<file path="src/rtl/ls_pkg.sv">
// Shared types and helpers for the load/store sequencer: FSM states, funct3
// encodings, access size and legality checks.
package ls_pkg;

  typedef enum logic [2:0] {IDLE, RD_REQ, RD_WAIT, WRITE, DONE} ls_state_t;

  localparam logic [2:0] F3_B  = 3'b000;
  localparam logic [2:0] F3_H  = 3'b001;
  localparam logic [2:0] F3_W  = 3'b010;
  localparam logic [2:0] F3_D  = 3'b011;
  localparam logic [2:0] F3_BU = 3'b100;
  localparam logic [2:0] F3_HU = 3'b101;
  localparam logic [2:0] F3_WU = 3'b110;

  function automatic logic [3:0] size_of(input logic [2:0] f3);
    case (f3[1:0])
      2'b00:   return 4'd1;
      2'b01:   return 4'd2;
      2'b10:   return 4'd4;
      default: return 4'd8;
    endcase
  endfunction

  // Legal funct3 for the direction, and naturally aligned for its size.
  function automatic logic access_ok(input logic st, input logic [2:0] f3,
                                     input logic [2:0] off);
    logic [2:0] amask;
    amask = 3'(size_of(f3) - 4'd1);
    if (st ? f3[2] : (f3 == 3'b111)) return 1'b0;
    return (off & amask) == 3'b000;
  endfunction

endpackage

</file>
<file path="src/rtl/ls_byte_lane.sv">
// Combinational byte-lane logic: extracts/extends load data from a doubleword
// and merges narrow store data into a doubleword for read-modify-write.
module ls_byte_lane
  import ls_pkg::*;
(
  input  logic [63:0] dq_i,
  input  logic [63:0] wdata_i,
  input  logic [2:0]  off_i,
  input  logic [2:0]  funct3_i,
  output logic [63:0] load_o,
  output logic [63:0] store_o
);

  logic [63:0] sh;
  logic [63:0] wsh;
  logic [63:0] bmask;
  logic [63:0] msh;

  assign sh  = dq_i >> {off_i, 3'b000};
  assign wsh = wdata_i << {off_i, 3'b000};
  assign msh = bmask << {off_i, 3'b000};

  always_comb begin
    case (funct3_i)
      F3_B:    load_o = {{56{sh[7]}}, sh[7:0]};
      F3_H:    load_o = {{48{sh[15]}}, sh[15:0]};
      F3_W:    load_o = {{32{sh[31]}}, sh[31:0]};
      F3_BU:   load_o = {56'b0, sh[7:0]};
      F3_HU:   load_o = {48'b0, sh[15:0]};
      F3_WU:   load_o = {32'b0, sh[31:0]};
      default: load_o = sh;
    endcase
  end

  always_comb begin
    case (funct3_i[1:0])
      2'b00:   bmask = 64'h0000_0000_0000_00FF;
      2'b01:   bmask = 64'h0000_0000_0000_FFFF;
      2'b10:   bmask = 64'h0000_0000_FFFF_FFFF;
      default: bmask = '1;
    endcase
  end

  assign store_o = (dq_i & ~msh) | (wsh & msh);

endmodule

</file>
<file path="src/rtl/ls_sequencer.sv">
// Multicycle RV64 load/store sequencer in front of a doubleword-wide memory.
// Narrow stores are read-modify-write; all outputs are registered.
module ls_sequencer
  import ls_pkg::*;
#(
  parameter int MEM_LAT = 1
) (
  input  logic        clk,
  input  logic        rst,
  input  logic        start,
  input  logic        is_store,
  input  logic [2:0]  funct3,
  input  logic [63:0] addr,
  input  logic [63:0] wdata,
  output logic        busy,
  output logic        done,
  output logic        err,
  output logic [63:0] rdata,
  output logic [63:0] mem_addr,
  output logic        mem_rd,
  output logic        mem_wr,
  output logic [63:0] mem_wdata,
  input  logic [63:0] mem_rdata
);

  localparam int CW = $clog2(MEM_LAT) + 1;
  localparam logic [CW-1:0] CNT_INIT = CW'(MEM_LAT - 1);

  ls_state_t   state_q;
  logic        st_q;
  logic [2:0]  f3_q;
  logic [63:0] addr_q, wdata_q, dq_q, dq_d;
  logic [CW-1:0] cnt_q;
  logic        busy_q, done_q, err_q, mem_rd_q, mem_wr_q;
  logic [63:0] rdata_q, mem_wdata_q;
  logic [63:0] ld_val, st_val;
  logic        rd_hit;

  // The lane logic sees memory data in the capture cycle so that the load
  // result and the merged store word are registered on the same edge.
  assign rd_hit = (state_q == RD_WAIT) && (cnt_q == '0);
  assign dq_d   = rd_hit ? mem_rdata : dq_q;

  ls_byte_lane u_lane (
    .dq_i     (dq_d),
    .wdata_i  (wdata_q),
    .off_i    (addr_q[2:0]),
    .funct3_i (f3_q),
    .load_o   (ld_val),
    .store_o  (st_val)
  );

  always_ff @(posedge clk or posedge rst) begin
    if (rst) begin
      state_q     <= IDLE;
      st_q        <= 1'b0;
      f3_q        <= '0;
      addr_q      <= '0;
      wdata_q     <= '0;
      dq_q        <= '0;
      cnt_q       <= '0;
      busy_q      <= 1'b0;
      done_q      <= 1'b0;
      err_q       <= 1'b0;
      mem_rd_q    <= 1'b0;
      mem_wr_q    <= 1'b0;
      rdata_q     <= '0;
      mem_wdata_q <= '0;
    end else begin
      done_q   <= 1'b0;
      err_q    <= 1'b0;
      mem_rd_q <= 1'b0;
      mem_wr_q <= 1'b0;
      case (state_q)
        IDLE: if (start) begin
          st_q    <= is_store;
          f3_q    <= funct3;
          addr_q  <= addr;
          wdata_q <= wdata;
          busy_q  <= 1'b1;
          if (!access_ok(is_store, funct3, addr[2:0])) begin
            state_q <= DONE;
            done_q  <= 1'b1;
            err_q   <= 1'b1;
            rdata_q <= '0;
          end else if (is_store && funct3 == F3_D) begin
            state_q     <= WRITE;
            mem_wr_q    <= 1'b1;
            mem_wdata_q <= wdata;
          end else begin
            state_q  <= RD_REQ;
            mem_rd_q <= 1'b1;
          end
        end
        RD_REQ: begin
          cnt_q   <= CNT_INIT;
          state_q <= RD_WAIT;
        end
        RD_WAIT: begin
          if (rd_hit) begin
            dq_q <= mem_rdata;
            if (st_q) begin
              state_q     <= WRITE;
              mem_wr_q    <= 1'b1;
              mem_wdata_q <= st_val;
            end else begin
              state_q <= DONE;
              done_q  <= 1'b1;
              rdata_q <= ld_val;
            end
          end else begin
            cnt_q <= cnt_q - CW'(1);
          end
        end
        WRITE: begin
          state_q <= DONE;
          done_q  <= 1'b1;
        end
        DONE: begin
          state_q <= IDLE;
          busy_q  <= 1'b0;
        end
        default: state_q <= IDLE;
      endcase
    end
  end

  assign busy      = busy_q;
  assign done      = done_q;
  assign err       = err_q;
  assign rdata     = rdata_q;
  assign mem_rd    = mem_rd_q;
  assign mem_wr    = mem_wr_q;
  assign mem_wdata = mem_wdata_q;
  assign mem_addr  = {addr_q[63:3], 3'b000};

endmodule

</file>
<file path="config.mk">
export PLATFORM = sky130hd
export DESIGN_NAME = ls_sequencer
export DESIGN_NICKNAME = d
export VERILOG_FILES = /design/src/rtl/ls_pkg.sv /design/src/rtl/ls_byte_lane.sv /design/src/rtl/ls_sequencer.sv
export SDC_FILE = /design/constraint.sdc
export NUM_CORES = 1
export LEC_CHECK = 0
export CAP_MARGIN = 40
export CELL_PAD_IN_SITES_DETAIL_PLACEMENT = 0
export CELL_PAD_IN_SITES_GLOBAL_PLACEMENT = 1
export CORE_AREA = 3 3 216 218
export CTS_BUF_LIST = sky130_fd_sc_hd__clkbuf_2
export CTS_CLUSTER_DIAMETER = 120
export DETAILED_ROUTE_END_ITERATION = 16
export DIE_AREA = 0 0 219 221
export PLACE_DENSITY = 0.83
export SKIP_LAST_GASP = 1
export SLEW_MARGIN = 5
export SYNTH_ARGS = -nofsm -noshare
export SYNTH_HDL_FRONTEND = slang
export SYNTH_SLANG_ARGS = --single-unit
</file>
<file path="constraint.sdc">
create_clock -name clk -period 14.5 [get_ports clk]
set_input_delay 2.175 -clock clk [delete_from_list [all_inputs] [get_ports clk]]
set_output_delay 2.175 -clock clk [all_outputs]
set_load 0.005 [all_outputs]
</file>
==> summary.txt, run 1 <==
Summary of the current implementation state.

- For this run, the total global-route usage over all layers was measured as 0.2844.
- In this run the top signal layer used is met4.
- The post-CTS setup buffer count is 0, for reference.
- For the worst flop-to-flop path, the logic depth is 8.
- The capture point of the worst reg-to-reg path is rdata[23], for reference.
- The met2 layer wire length in the routed design is around 32000 um, for reference.
- The instance count after placement with tap cells included is 2589, for reference.
- The count of final setup violators is 0, for reference.
- At the pin with the least slew margin, the transition time is 908.6 ps.
- In the final routing, the length of wire on met1 measures 27870 um.
- The synthesized cell area is 18420 um2, for reference.
- For this block, the initial DRC count from the detailed router was 1516.
- The cell accounting for the most synthesized area is sky130_fd_sc_hd__dfrtp_1, for reference.
- The startpoint of the worst register-to-register path is state_q[1], for reference.
- For reference, the clock transition at the flip-flops on the worst setup and hold paths is 110 ps.
- The width of the die is 219 um, for reference.
- The maximum clock frequency is 237.1 MHz, for reference.
- The post-synth tally of flip-flops with integrated enable is 0, for reference.
- The number of buffers and inverters on the critical path is 1, for reference.
- The flow ran to the end, and the final reports show no timing, DRC or antenna violations.
- The number of instances on the worst hold path is 2, for reference.
- The most instantiated flip-flop cell in the synthesis netlist is sky130_fd_sc_hd__dfrtp_1, for reference.
- The final period utilization is 0.2909, for reference.
- The post-synthesis cell type count is 72, for reference.
- The placeable core area is 45090 um2, for reference.
- As reported, the later end of the worst-skew pair has a clock insertion delay of 1090 ps.
- The endpoint type of the worst setup path is a primary output, for reference.
- The worst-case headroom to the max-slew limit is 0.3942, for reference.
- In the post-synthesis netlist, the cell with the most instances is sky130_fd_sc_hd__dfrtp_1.
- For this run, the register share of the synthesized area comes to 0.4523.
- The mean instance size in the synthesized netlist is 10.51 um2, for reference.
- The clock tree skew after final layout is 117.1 ps, for reference.
- The max capacitance violation total is 0, for reference.
- For reference, the final report shows the max-slew violation count at 0.
- The aggregate global routing overflow is 0, for reference.
- Entering global routing, the biggest net connects 109 pins.
- The type of the worst setup path is flop to primary output, for reference.
- OpenROAD emitted warnings numbering 29.
- The number of gates given a new drive strength after cts is 0, for reference.
- The share of async-settable or async-resettable flops after synthesis is 1.000, for reference.
- Power spread over the standard cell area amounts to around 250 nW/um2.
- In the routed design, unresolved DRC markers number 0.
- The final period demand of the worst path is 4218 ps, for reference.
- The via density per instance is 5.866, for reference.
- Summed over all failing endpoints, the final setup total negative slack is 0 ps.
- TritonCTS built the clock tree.
- The number of H-tree branching levels is 3, for reference.
- The worst hold margin is approximately 480 ps, for reference.
- For reference, the top cells by count after synthesis are sky130_fd_sc_hd__dfrtp_1, sky130_fd_sc_hd__nand2_1, sky130_fd_sc_hd__mux2_2.
- The peak supply drop is 0.1121 mV, for reference.
run 1: power by group:
part	leakage, nW	total (mW)	switching, mW	internal (mW)
combinational	5.18	3.39	1.85	1.54
sequential	4.09	1.79	0.417	1.37
clock	0.657	0.715	0.413	0.302
run 1: final cells by class:
type	count	area, um2
Sequential cell	333	8341
Clock inverter	22	163.9
Inverter	45	176.4
Multi-Input combinational cell	1171	8802
Tap cell	600	750.7
Clock buffer	137	685.7
Timing Repair Buffer	441	4446
Antenna cell	6	15.01
Fill cell	4151	21710
run 1: cell usage in the layout (no fill, tap or decap), types with 8 or more instances in the layout:
master,instances
sky130_fd_sc_hd__inv_1,42
sky130_fd_sc_hd__clkbuf_2,137
sky130_fd_sc_hd__and2_1,18
sky130_fd_sc_hd__a22oi_1,10
sky130_fd_sc_hd__a2bb2oi_1,8
sky130_fd_sc_hd__o21ai_0,89
sky130_fd_sc_hd__o2bb2ai_1,12
sky130_fd_sc_hd__clkdlybuf4s50_1,392
sky130_fd_sc_hd__o2111ai_1,8
sky130_fd_sc_hd__mux2i_1,82
sky130_fd_sc_hd__nor3_1,13
sky130_fd_sc_hd__a32oi_1,34
sky130_fd_sc_hd__a221oi_1,34
sky130_fd_sc_hd__dfrtp_1,331
sky130_fd_sc_hd__nor2b_1,12
sky130_fd_sc_hd__clkinv_1,15
sky130_fd_sc_hd__nor2_1,106
sky130_fd_sc_hd__mux4_2,47
sky130_fd_sc_hd__nand3_1,20
sky130_fd_sc_hd__o211ai_1,23
sky130_fd_sc_hd__a311oi_1,9
sky130_fd_sc_hd__nand2_1,204
sky130_fd_sc_hd__a21oi_1,116
sky130_fd_sc_hd__mux2_2,174
sky130_fd_sc_hd__a211oi_1,39
sky130_fd_sc_hd__buf_4,37
run 1: registers in the layout, indices dropped and copies added, names as in the netlist:
signal	flops
addr_q	64
busy	1
cnt_q	1
done	1
dq_q	64
err	1
f3_q	3
mem_rd	1
mem_wdata	64
mem_wr	1
rdata	64
st_q	1
state_q	3
wdata_q	64
run 1: worst max path at each step:
stage                        startpoint            end  slack, ps  cells after the start
after floorplan                     rst      addr_q[0]       3100                      1
after global placement              rst      rdata[48]       9200                      4
after detailed placement          start    wdata_q[22]       9380                      5
after CTS                 mem_wdata[59]  mem_wdata[59]      10180                      1
after global routing         state_q[1]      rdata[31]      10120                      8
final                         rdata[22]      rdata[22]      10280                      1
run 1: layer usage:
metal | GRT usage | vias to the layer above
li1 | - | 7091
met1 | 0.3747 | 8072
met2 | 0.4344 | 845
met3 | 0.08940 | 154
met4 | 0.1183 | 0
met5 | 0 | -
run 1: per-stage QoR:
step	power (mW)	worst slack, ps
2_1_floorplan	3.780	3100
6_report	5.889	10280
5_1_grt	6.242	10120
3_5_place_dp	5.116	9383
3_3_place_gp	5.006	9201
4_1_cts	5.851	10180
run 1: cell families after synthesis:
kind of cell / after synthesis / synth area share
AOI/OAI and AO/OA: 458 / 0.1703
xor gates and xnor gates: 1 / 0.0004755
buffers and inverters: 251 / 0.07179
DFF: 333 / 0.4523
muxes: 303 / 0.2084
other: 1 / 0.0002036
and+or+nand+nor: 406 / 0.09651
==> run_1/layers.png <==
Two of the layers only.
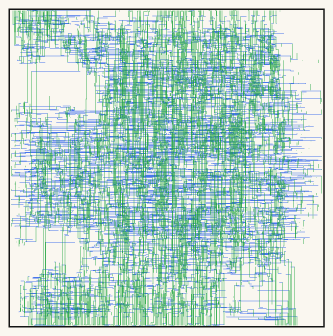
colour	layer	wire length
blue	M1	27.9 mm
green	M2	32.1 mm

==> run_1/closeup.png <==
Window x 35 to 75, y 146 to 186 um. Cells in grey, sequential cells in the stronger grey; small squares are vias.
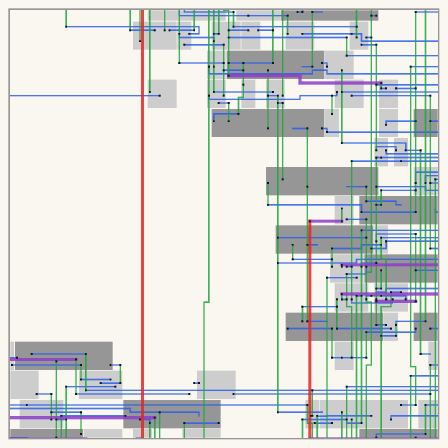
colour	layer
purple	M3
red	M4
blue	M1
green	M2
sequential cells in the window	9
cells with their middle in the window	41
most frequent	dfrtp_1 (7)
netlist names of flops here include	`rdata` (4), `addr_q` (3), `dq_q` (2)

==> run_1/port_trees.png <==
Scale bar: 50 um.
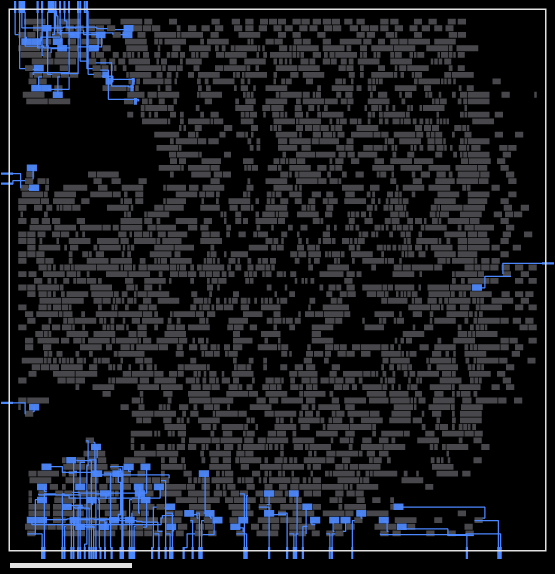
colour	port	direction	end cells	buffers	wire
blue	`addr`	input	66	64	2140 um

==> run_1/route_heat.png <==
The die is cut into 22 by 22 equal tiles; dark blue is low, red is high, scaled to the fullest tile. Values are wire area over tile area, all layers added.
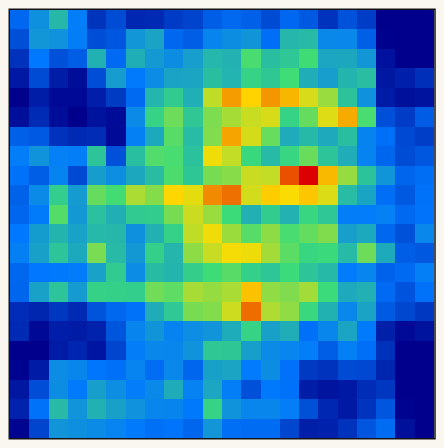

## Run 2: what changed since run 1
Clock period 14.5 ns to 4.43 ns, I/O delays scaled along.
==> run_2/route_heat.png <==
The die is cut into 22 by 22 equal tiles; dark blue is low, red is high, scaled to the fullest tile. Values are wire area over tile area, all layers added.
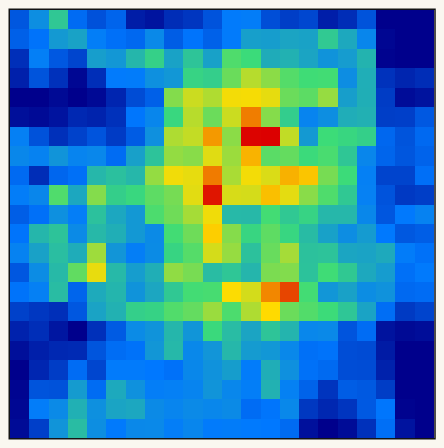
mean over tiles	0.24
densest ninth of the die	centre
tiles over half the peak	20%

==> run 2 against run 1 <==
  * Hold slack got worse by 250 ps
  * Core utilization decreased by 0.17 points
  * Routed wire length increased by 1.0%
  * Die size unchanged
  * Sequential cell count unchanged
  * Clock power increased to 3.2 times the previous value
  * Critical path depth increased by 6
  * Area after synthesis unchanged
  * Synthesized cell count unchanged
  * Worst setup slack got worse by 9100 ps
  * Via count increased by 0.34%
  * Critical path type is now flop to flop
  * Largest cell class unchanged
  * Largest power group unchanged
  * Highest routed layer is now met5
==> summary.txt, run 2 <==
Summary of the current implementation state.

- The global-route wire length before repair came to 105500 um (was 104500 um).
- The mean instance size in the synthesized netlist is 10.51 um2 (unchanged), for reference.
- The number of DRC violations after detailed routing is 0 (unchanged), for reference.
- Post-route period utilization is reported as 0.7371.
- The slowest stage cell on the critical path is sky130_fd_sc_hd__dfrtp_1 (was sky130_fd_sc_hd__clkdlybuf4s50_1).
- The placeable core area was 45090 um2 (unchanged).
- The stage-log warning count is 37 (was 29), for reference.
- The clock tree from TritonCTS is done (unchanged), for reference.
- The vertical die size is 221 um (unchanged), for reference.
- The via density per instance is 5.895 (was 5.866).
- In this build the clock could be raised as far as 306.2 MHz.
- The met1 track demand over resource is 0.3889 (was 0.3747), for reference.
- The later-pin clock latency in the skew report is 1060 ps (was 1090 ps).
- The measured slew at the worst slew-check pin is 871.8 ps (was 908.6 ps), for reference.
- The clock-pin slew on the worst setup and hold paths is 90 ps (was 110 ps), for reference.
- Setup repair after global routing missed its margin: false (unchanged).
- The DRC violation total after the first TritonRoute iteration was 1867 (was 1516).
- The peak supply drop is 0.4227 mV (was 0.1121 mV), for reference.
- The global-route total usage across every layer came to 0.2877 (was 0.2844).
- The power per unit of standard cell area is 827.1 nW/um2 (was 251.9 nW/um2), for reference.
- The final total power was 19.27 mW (was 5.889 mW).
- The met3 layer usage reported by global route is 0.07072 (was 0.08940), for reference.
- The number of buffers and inverters on the critical path is 1 (unchanged), for reference.
- The most instantiated logic cell after routing is sky130_fd_sc_hd__clkdlybuf4s50_1 (unchanged), for reference.
- Commonest cells in the synthesized netlist: sky130_fd_sc_hd__dfrtp_1, sky130_fd_sc_hd__nand2_1, sky130_fd_sc_hd__mux2_2 (unchanged).
- The cell accounting for the most synthesized area is sky130_fd_sc_hd__dfrtp_1 (unchanged).
- The maximum net fanout on the critical path is 86 (was 2), for reference.
- The aggregate global routing overflow is 0 (unchanged), for reference.
- Outcome: complete, no violations (unchanged).
- The instance count after placement with tap cells included is 2586 (was 2589), for reference.
- The post-synthesis cell type count is 72 (unchanged), for reference.
- The layer with the highest usage was met2 (unchanged).
- The width of the die came to 219 um (unchanged).
- The number of hold violations in the final report was 0 (unchanged).
- The endpoint type of the worst setup path is a flop (was primary output), for reference.
- The residual antenna-violating net count after detailed routing was 0 (unchanged).
- The count of final setup violators was 0 (unchanged).
- The synthesized cell area is 18420 um2 (unchanged), for reference.
- The met2 usage in global routing is 0.4480 (was 0.4344).
- The worst-case headroom to the max-slew limit is 0.4188 (was 0.3942).
- The post-synth tally of flip-flops with integrated enable is 0 (unchanged).
- The max capacitance violation total is 0 (unchanged), for reference.
- The share of async-settable or async-resettable flops after synthesis is 1.000 (unchanged).
- The most instantiated flip-flop cell in the synthesis netlist was sky130_fd_sc_hd__dfrtp_1 (unchanged).
- The setup total negative slack was 0 ps (unchanged).
- The final period demand of the worst path is 3266 ps, for reference.
- The largest net degree at the start of global routing is 140 (was 109), for reference.
-- run 2: cell counts after synthesis --
Identical to the previous run, type by type.
-- run 2: cells by family (layout without fill, tap and decap cells) --
family | after synthesis | in the layout | synth area share
and+or+nand+nor | 406 | 406 | 0.09651
buffers and inverters | 251 | 644 | 0.07179
other | 1 | 6 | 0.0002036
xor gates and xnor gates | 1 | 1 | 0.0004755
AOI/OAI and AO/OA | 458 | 458 | 0.1703
muxes | 303 | 303 | 0.2084
DFF | 333 | 333 | 0.4523
-- run 2: repair_timing --
| item | 4_1_cts | 5_1_grt |
|---|---|---|
| endpoints found under the hold margin | 7 | 0 |
| gates resized | 0 | 0 |
| buffers inserted | 0 | 0 |
| setup endpoints to repair | 0 | 0 |
| hold buffers | 1 | 0 |
-- run 2: cell type report --
class                           instances  area [um2]
Antenna cell                            3       7.507
Clock buffer                          132       660.6
Clock inverter                         29       178.9
Fill cell                            4126       21790
Inverter                               45       172.7
Multi-Input combinational cell       1171        8796
Sequential cell                       333        8341
Tap cell                              600       750.7
Timing Repair Buffer                  438        4394
-- run 2: stage by stage --
| step | cell area [um2] | setup WS, ps | hold WS (ps) | util |
|---|---|---|---|---|
| detailed placement | 22440 | 1022 | 457.0 | 0.4978 |
| finish | 23300 | 1164 | 230.6 | 0.5168 |
| CTS | 23290 | 1223 | 57.64 | 0.5166 |
| floorplan | 18430 | -683.1 | 462.3 | - |
| global placement | 22370 | 1144 | 460.0 | 0.4962 |
| global route | 23300 | 1033 | 99.23 | 0.5167 |
-- run 2: worst paths after layout --
path,slack [ps],from,cells after the start,endpoint
setup reg to reg,1160,state_q[1],7,rdata[23]
min in group asynchronous,510,rst,3,mem_wdata[26]
hold reg to reg,470,rdata[12],2,rdata[12]
max in group asynchronous,2710,rst,4,addr_q[0]
setup / recovery,1160,state_q[1],7,rdata[23]
hold / removal,230,addr[21],2,addr_q[21]
-- run 2: per-layer routing --
metal,share of wire,vias up
met1,0.41,8140
li1,-,7094
met3,0.088,154
met5,0.00037,-
met2,0.46,825
met4,0.035,4
-- run 2: report_power, final --
group / switching, mW / internal (mW)
Sequential: 1.38 / 4.49
Clock: 1.36 / 0.918
Combinational: 6.11 / 5.01
No activity file was given, so power comes from the tool's default toggle rates.
